$ cat src/rtl/z_buffer_mem_responder_if.sv
// Request/response bus between the rasteriser's z-test unit (master) and the
// on-chip depth memory responder (slave).
interface z_buffer_mem_responder_if #(
  parameter int Z_SIZE    = 8,
  parameter int ADDR_SIZE = 32
);
  logic                 buf_r_w;
  logic [ADDR_SIZE-1:0] buf_addr;
  logic [Z_SIZE-1:0]    buf_data_w;
  logic [Z_SIZE-1:0]    buf_data_r;
  logic                 data_r_ready;
  logic                 data_r_valid;
  logic                 data_w_valid;
  logic                 data_w_ready;

  modport master (
    output buf_r_w, buf_addr, buf_data_w, data_r_ready, data_w_valid,
    input  buf_data_r, data_r_valid, data_w_ready
  );

  modport slave (
    input  buf_r_w, buf_addr, buf_data_w, data_r_ready, data_w_valid,
    output buf_data_r, data_r_valid, data_w_ready
  );
endinterface

$ cat src/rtl/z_buffer_mem_responder.sv
// On-chip depth buffer serving z-test reads/writes with programmable latency,
// plus a word-per-cycle hardware clear and sticky out-of-range error flag.
module z_buffer_mem_responder #(
  parameter int Z_SIZE     = 8,
  parameter int X_RES      = 4,
  parameter int Y_RES      = 4,
  parameter int DEPTH      = X_RES * Y_RES,
  parameter int ADDR_SIZE  = 32,
  parameter int RD_LATENCY = 2,
  parameter int WR_LATENCY = 1
) (
  input  logic                   clk_i,
  input  logic                   rst_i,
  input  logic [ADDR_SIZE-1:0]   base_address_i,
  z_buffer_mem_responder_if.slave bus,
  input  logic                   clear_i,
  output logic                   busy_o,
  output logic                   addr_err_o,
  input  logic                   err_clr_i
);

  localparam int IDX_W   = (DEPTH > 1) ? $clog2(DEPTH) : 1;
  localparam int MAX_LAT = (RD_LATENCY > WR_LATENCY) ? RD_LATENCY : WR_LATENCY;
  localparam int MAX_CNT = (MAX_LAT > DEPTH) ? MAX_LAT : DEPTH;
  localparam int CNT_W   = $clog2(MAX_CNT + 1);

  localparam logic [CNT_W-1:0] RD_LAST  = CNT_W'(RD_LATENCY - 1);
  localparam logic [CNT_W-1:0] WR_LAST  = CNT_W'(WR_LATENCY - 1);
  localparam logic [CNT_W-1:0] CLR_LAST = CNT_W'(DEPTH - 1);

  typedef enum logic [2:0] {
    IDLE,
    RD_WAIT,
    RD_RESP,
    WR_WAIT,
    WR_ACK,
    CLEAR
  } state_t;

  state_t               state;
  state_t               state_next;
  logic [CNT_W-1:0]     cnt;
  logic [CNT_W-1:0]     cnt_next;

  logic [Z_SIZE-1:0]    mem [DEPTH];
  logic [ADDR_SIZE-1:0] req_offset;
  logic                 req_in_range;

  logic [IDX_W-1:0]     idx_q;
  logic                 in_range_q;
  logic [Z_SIZE-1:0]    wdata_q;
  logic [Z_SIZE-1:0]    rdata_q;

  logic                 accept_rd;
  logic                 accept_wr;
  logic                 load_rd;
  logic                 commit_wr;
  logic                 clear_we;

  // Unsigned wrap makes addresses below the base land far out of range.
  assign req_offset   = bus.buf_addr - base_address_i;
  assign req_in_range = (bus.buf_addr >= base_address_i) &&
                        (req_offset < ADDR_SIZE'(DEPTH));

  always_ff @(posedge clk_i) begin
    if (rst_i) begin
      state <= IDLE;
      cnt   <= '0;
    end else begin
      state <= state_next;
      cnt   <= cnt_next;
    end
  end

  always_comb begin
    state_next = state;
    cnt_next   = cnt;
    accept_rd  = 1'b0;
    accept_wr  = 1'b0;
    load_rd    = 1'b0;
    commit_wr  = 1'b0;
    clear_we   = 1'b0;
    unique case (state)
      IDLE: begin
        cnt_next = '0;
        if (clear_i) begin
          state_next = CLEAR;
        end else if (bus.data_w_valid && !bus.buf_r_w) begin
          accept_wr  = 1'b1;
          state_next = WR_WAIT;
        end else if (bus.data_r_ready && bus.buf_r_w) begin
          accept_rd  = 1'b1;
          state_next = RD_WAIT;
        end
      end
      RD_WAIT: begin
        if (cnt == RD_LAST) begin
          load_rd    = 1'b1;
          cnt_next   = '0;
          state_next = RD_RESP;
        end else begin
          cnt_next = cnt + CNT_W'(1);
        end
      end
      RD_RESP: begin
        if (bus.data_r_ready) begin
          state_next = IDLE;
        end
      end
      WR_WAIT: begin
        if (cnt == WR_LAST) begin
          cnt_next   = '0;
          state_next = WR_ACK;
        end else begin
          cnt_next = cnt + CNT_W'(1);
        end
      end
      WR_ACK: begin
        commit_wr  = 1'b1;
        state_next = IDLE;
      end
      CLEAR: begin
        clear_we = 1'b1;
        if (cnt == CLR_LAST) begin
          cnt_next   = '0;
          state_next = IDLE;
        end else begin
          cnt_next = cnt + CNT_W'(1);
        end
      end
      default: begin
        state_next = IDLE;
        cnt_next   = '0;
      end
    endcase
  end

  // Request capture, read data register and sticky error; memory is not reset.
  always_ff @(posedge clk_i) begin
    if (rst_i) begin
      idx_q      <= '0;
      in_range_q <= 1'b0;
      wdata_q    <= '0;
      rdata_q    <= '0;
      addr_err_o <= 1'b0;
    end else begin
      if (accept_rd || accept_wr) begin
        idx_q      <= req_offset[IDX_W-1:0];
        in_range_q <= req_in_range;
      end
      if (accept_wr) begin
        wdata_q <= bus.buf_data_w;
      end
      if (load_rd) begin
        rdata_q <= in_range_q ? mem[idx_q] : '1;
      end
      if ((accept_rd || accept_wr) && !req_in_range) begin
        addr_err_o <= 1'b1;
      end else if (err_clr_i) begin
        addr_err_o <= 1'b0;
      end
    end
  end

  // A reset on the same edge suppresses any pending write or clear step.
  always_ff @(posedge clk_i) begin
    if (!rst_i) begin
      if (clear_we) begin
        mem[cnt[IDX_W-1:0]] <= '1;
      end else if (commit_wr && in_range_q) begin
        mem[idx_q] <= wdata_q;
      end
    end
  end

  assign bus.buf_data_r   = rdata_q;
  assign bus.data_r_valid = (state == RD_RESP);
  assign bus.data_w_ready = (state == WR_ACK);
  assign busy_o           = (state != IDLE);

endmodule
$ cat src/flat_wrapper.sv
// flat-port wrapper written by rule: the top's interface ports become plain ports
module z_buffer_mem_responder_flat 
#(
  parameter int Z_SIZE     = 8,
  parameter int X_RES      = 4,
  parameter int Y_RES      = 4,
  parameter int DEPTH      = X_RES * Y_RES,
  parameter int ADDR_SIZE  = 32,
  parameter int RD_LATENCY = 2,
  parameter int WR_LATENCY = 1
)
  (clk_i, rst_i, base_address_i, clear_i, busy_o, addr_err_o, err_clr_i, bus_buf_r_w, bus_buf_addr, bus_buf_data_w, bus_data_r_ready, bus_data_w_valid, bus_buf_data_r, bus_data_r_valid, bus_data_w_ready);
  z_buffer_mem_responder_if #(.Z_SIZE(Z_SIZE), .ADDR_SIZE(ADDR_SIZE)) bus_i ();
  input  logic clk_i;
  input  logic rst_i;
  input  logic [ADDR_SIZE-1:0] base_address_i;
  input  logic clear_i;
  output logic busy_o;
  output logic addr_err_o;
  input  logic err_clr_i;
  input wire logic [$bits(bus_i.buf_r_w)-1:0] bus_buf_r_w;
  input wire logic [$bits(bus_i.buf_addr)-1:0] bus_buf_addr;
  input wire logic [$bits(bus_i.buf_data_w)-1:0] bus_buf_data_w;
  input wire logic [$bits(bus_i.data_r_ready)-1:0] bus_data_r_ready;
  input wire logic [$bits(bus_i.data_w_valid)-1:0] bus_data_w_valid;
  output wire logic [$bits(bus_i.buf_data_r)-1:0] bus_buf_data_r;
  output wire logic [$bits(bus_i.data_r_valid)-1:0] bus_data_r_valid;
  output wire logic [$bits(bus_i.data_w_ready)-1:0] bus_data_w_ready;
  assign bus_i.buf_r_w = bus_buf_r_w;
  assign bus_i.buf_addr = bus_buf_addr;
  assign bus_i.buf_data_w = bus_buf_data_w;
  assign bus_i.data_r_ready = bus_data_r_ready;
  assign bus_i.data_w_valid = bus_data_w_valid;
  assign bus_buf_data_r = bus_i.buf_data_r;
  assign bus_data_r_valid = bus_i.data_r_valid;
  assign bus_data_w_ready = bus_i.data_w_ready;
  z_buffer_mem_responder #(.Z_SIZE(Z_SIZE), .X_RES(X_RES), .Y_RES(Y_RES), .DEPTH(DEPTH), .ADDR_SIZE(ADDR_SIZE), .RD_LATENCY(RD_LATENCY), .WR_LATENCY(WR_LATENCY)) u_core (.clk_i(clk_i), .rst_i(rst_i), .base_address_i(base_address_i), .bus(bus_i), .clear_i(clear_i), .busy_o(busy_o), .addr_err_o(addr_err_o), .err_clr_i(err_clr_i));
endmodule
$ cat config.mk
export PLATFORM = sky130hd
export DESIGN_NAME = z_buffer_mem_responder_flat
export DESIGN_NICKNAME = d
export VERILOG_FILES = /design/src/rtl/z_buffer_mem_responder_if.sv /design/src/rtl/z_buffer_mem_responder.sv /design/src/flat_wrapper.sv
export SDC_FILE = /design/constraint.sdc
export NUM_CORES = 1
export LEC_CHECK = 0
export ABC_AREA = 1
export CAP_MARGIN = 25
export CELL_PAD_IN_SITES_DETAIL_PLACEMENT = 1
export CELL_PAD_IN_SITES_GLOBAL_PLACEMENT = 1
export CORE_UTILIZATION = 30
export DETAILED_ROUTE_END_ITERATION = 7
export GPL_TIMING_DRIVEN = 0
export PLACE_DENSITY_LB_ADDON = 0.1
export SLEW_MARGIN = 5
export SYNTH_ARGS = -nofsm -noshare
export SYNTH_HDL_FRONTEND = slang
export SYNTH_SLANG_ARGS = --single-unit
$ cat constraint.sdc
create_clock -name clk_i -period 7.18 [get_ports clk_i]
set_clock_uncertainty 0.2 [all_clocks]
set_input_delay 1.077 -clock clk_i [delete_from_list [all_inputs] [get_ports clk_i]]
set_output_delay 1.077 -clock clk_i [all_outputs]
set_load 0.1 [all_outputs]
==> qor.yml, run 1 <==
chipArea_um2: 31980
path_clk_slew_ns: 0.07
status: "complete, no violations"
power-top-group: "registers"
clkPwrFrac_pct: 32.5
top_area_cell: "edfxtp_1"
place.gp.congestion: 0.8304
r2r-end: "u_core.mem[1][5]$_DFFE_PP_"
crit_path_start_kind: "primary input"
crit_buf_inv: 3
grt_pass1_vias: 7914
sw_frac_of_total_pct: 37.83
fmax_ghz: 0.2557
cts.hold.buffers_added: 0
ff2ff_path_depth: 8
synth_nets: 1251
cts_resized: 0
synth_flops: 162
synthSimpleGateAreaFrac_pct: 24.09
tightestPinTransition_ns: 1.038
setup_ws_ns: 3.269
rsz0062_at_grt: "no"
crit_type: "in -> reg"
final.setup.tns_ns: 0
worstPathRequired_ns: 7.28
power.density_nw_per_um2: 249.4
combPwrFrac_pct: 29.9
stdcell_count: 1654
fin_nets: 1360
crit_path_max_incr_delay_ns: 0.46
cts_tree: "built"
top_layer: "met4"
grt_pass1_wl_um: 46100
post_cts_buffers: 0
root_buffer: "clkbuf_16"
path_cells: "clkdlybuf4s50_1 -> inv_1 -> ha_1 -> fa_1 -> inv_1 -> nand3_1 -> nand2_2 -> nand2_1 -> nand2_1 -> nand2_1 -> nand3_1 -> nand2_1 -> nor2_1 -> nand2_1 -> nor2_1 -> nand3_1 -> nor2_1 -> nand2_1 -> nand2_1 -> a21oi_2"
edf_count: 128
fin_crit_ns: 3.911
whs_ns: 0.2910
tap_cells: 396
drtPass1Iterations: 4
buf_share_pct: 8.938
ys_types: 42
### Cells colored by class, run 1

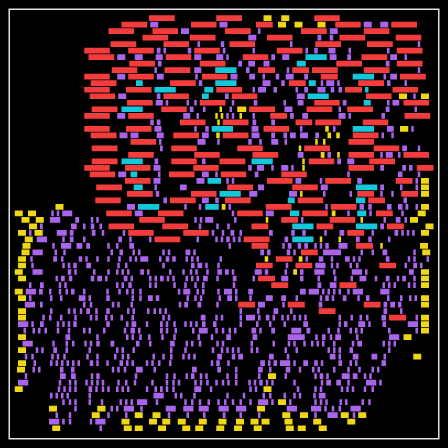
| color | class | cells | share of their area |
|---|---|---|---|
| red | flip-flops | 162 | 42% |
| purple | all other logic | 945 | 44% |
| cyan | clock drivers and dummy loads | 32 | 5.4% |
| yellow | other buffers and delay cells | 117 | 9.3% |
fin area: 11370 um^2
flop share of the area: 39.80%
final core occ: 37.06%
Core Region: 30670 um^2

### Routing congestion, run 1

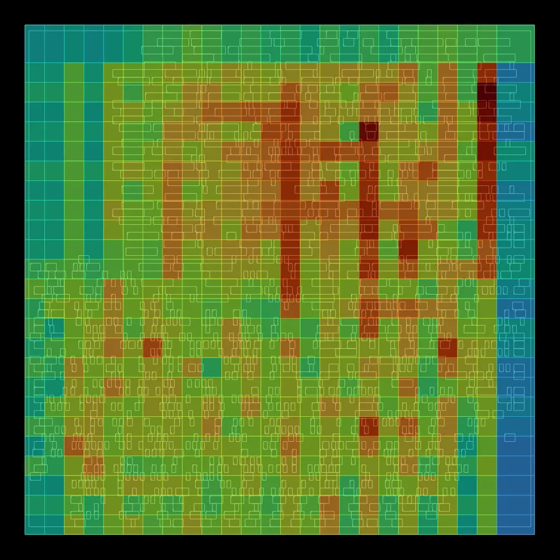
grt met2 use: 30.58%
Avg WL per Cell: 18.21 um
met3 Use GR: 2.417%
Tot GR Track Use: 19.51%

### Local utilization, run 1

Bar = 50 um. 18 x 18 tiles, from black (low) to pale yellow (high), 0 to 100% covered.
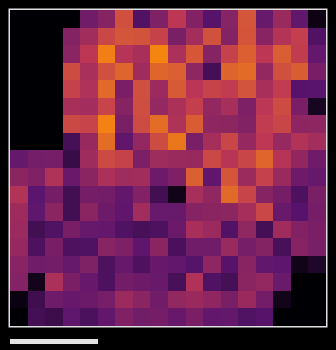
fullest tile: 73%
densest ninth of the die: north
nearly empty tiles: 10%
fp util: 30.59%

==> run 1 -> run 2 <==
Clock period 7.18 ns to 3.3 ns, I/O delays scaled along.
### Supply network, run 2

Bar = 50 um. Pins as bars on the die edge.
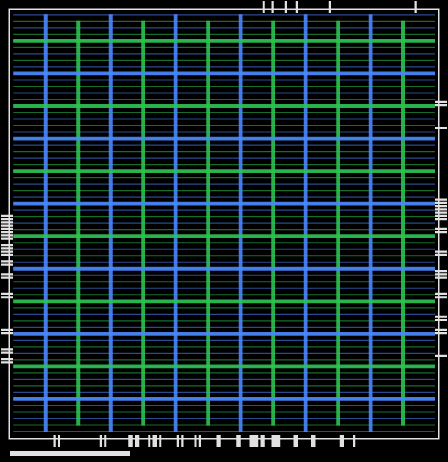
| color | net |
|---|---|
| blue | VSS |
| green | VDD |
met5 straps: 12
met4 straps: 12
rows: 64
met1 rails: 65
signal pins: 91
Die X: 178.8 um
worst vdd ir: 0.0003302 V

### Local utilization, run 2

Bar = 50 um. 18 x 18 tiles, from black (low) to pale yellow (high), 0 to 100% covered.
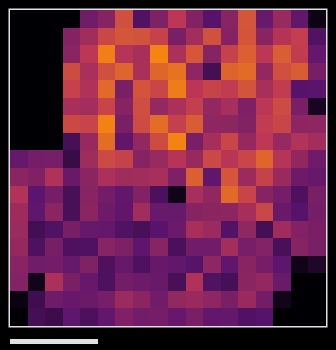
fullest tile: 73%
nearly empty tiles: 10%
mean over tiles: 34%
densest ninth of the die: north
final core occ: 37.34%

### Wires at chosen ports, followed through buffers, run 2

Bar = 50 um.
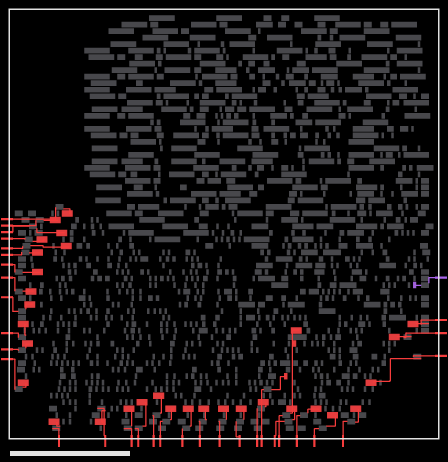
| color | port | bits | direction | edge | end cells | buffers | wire |
|---|---|---|---|---|---|---|---|
| red | bus_buf_addr | 32 | input | 17 south, 12 west, 3 east | 33 | 32 | 560 um |
| purple | bus_data_w_ready | 1 | output | east | 1 | 1 | 8.10 um |
I/O Buffers: 89
# IOs: 91

==> qor.yml, run 2 <==
synth_flops: 162  # unchanged
tightestPinTransition_ns: 0.9788  # -0.05940 ns
cts_resized: 3  # +3
crit_buf_inv: 2  # -1
top_area_cell: "edfxtp_1"
sh_seq_area_pct: 39.51  # -0.30 points
synthSimpleGateAreaFrac_pct: 24.09  # unchanged
edf_count: 128  # unchanged
ff2ff_path_depth: 8  # unchanged
tap_cells: 396  # unchanged
power-top-group: "registers"
finalMaxSlewViolations: 0
synth_nets: 1251  # unchanged
ys_types: 42  # unchanged
combPwrFrac_pct: 30.1  # +0.2 points
stdcell_count: 1653  # -0.060%
worstPathRequired_ns: 3.16  # -4.12 ns
routedWlPerCell_um: 18.23  # about the same
use_met3_pct: 2.417  # unchanged
buf_share_pct: 8.871  # -0.066 points
final.setup.tns_ns: 0  # unchanged
grt_pass1_vias: 7914  # unchanged
cts_tree: "built"
fmax_ghz: 0.3047
cts.hold.buffers_added: 0  # unchanged
crit_path_start_kind: "flop"
final_area_um2: 11450  # +0.75%
whs_ns: 0.2910  # +0.00007400 ns
final.clkbuf_count: 17
core-area_um2: 30670  # unchanged
grt_pass1_wl_um: 46100  # unchanged
top_layer: "met4"
fin_crit_ns: 3.282
setup_ws_ns: 0.01809  # -3.251 ns
sw_frac_of_total_pct: 37.81  # about the same
power.density_nw_per_um2: 538.7  # +120%
clock_area_share_pct: 5.091
chipArea_um2: 31980  # unchanged
r2r-end: "u_core.mem[9][6]$_DFFE_PP_"
crit_path_max_incr_delay_ns: 0.75  # +0.29 ns
fin_nets: 1360  # unchanged
status: "complete, no violations"
gr-usage-met2_pct: 30.58  # unchanged
drtPass1Iterations: 4  # unchanged
No activity file was given, so power comes from the tool's default toggle rates.
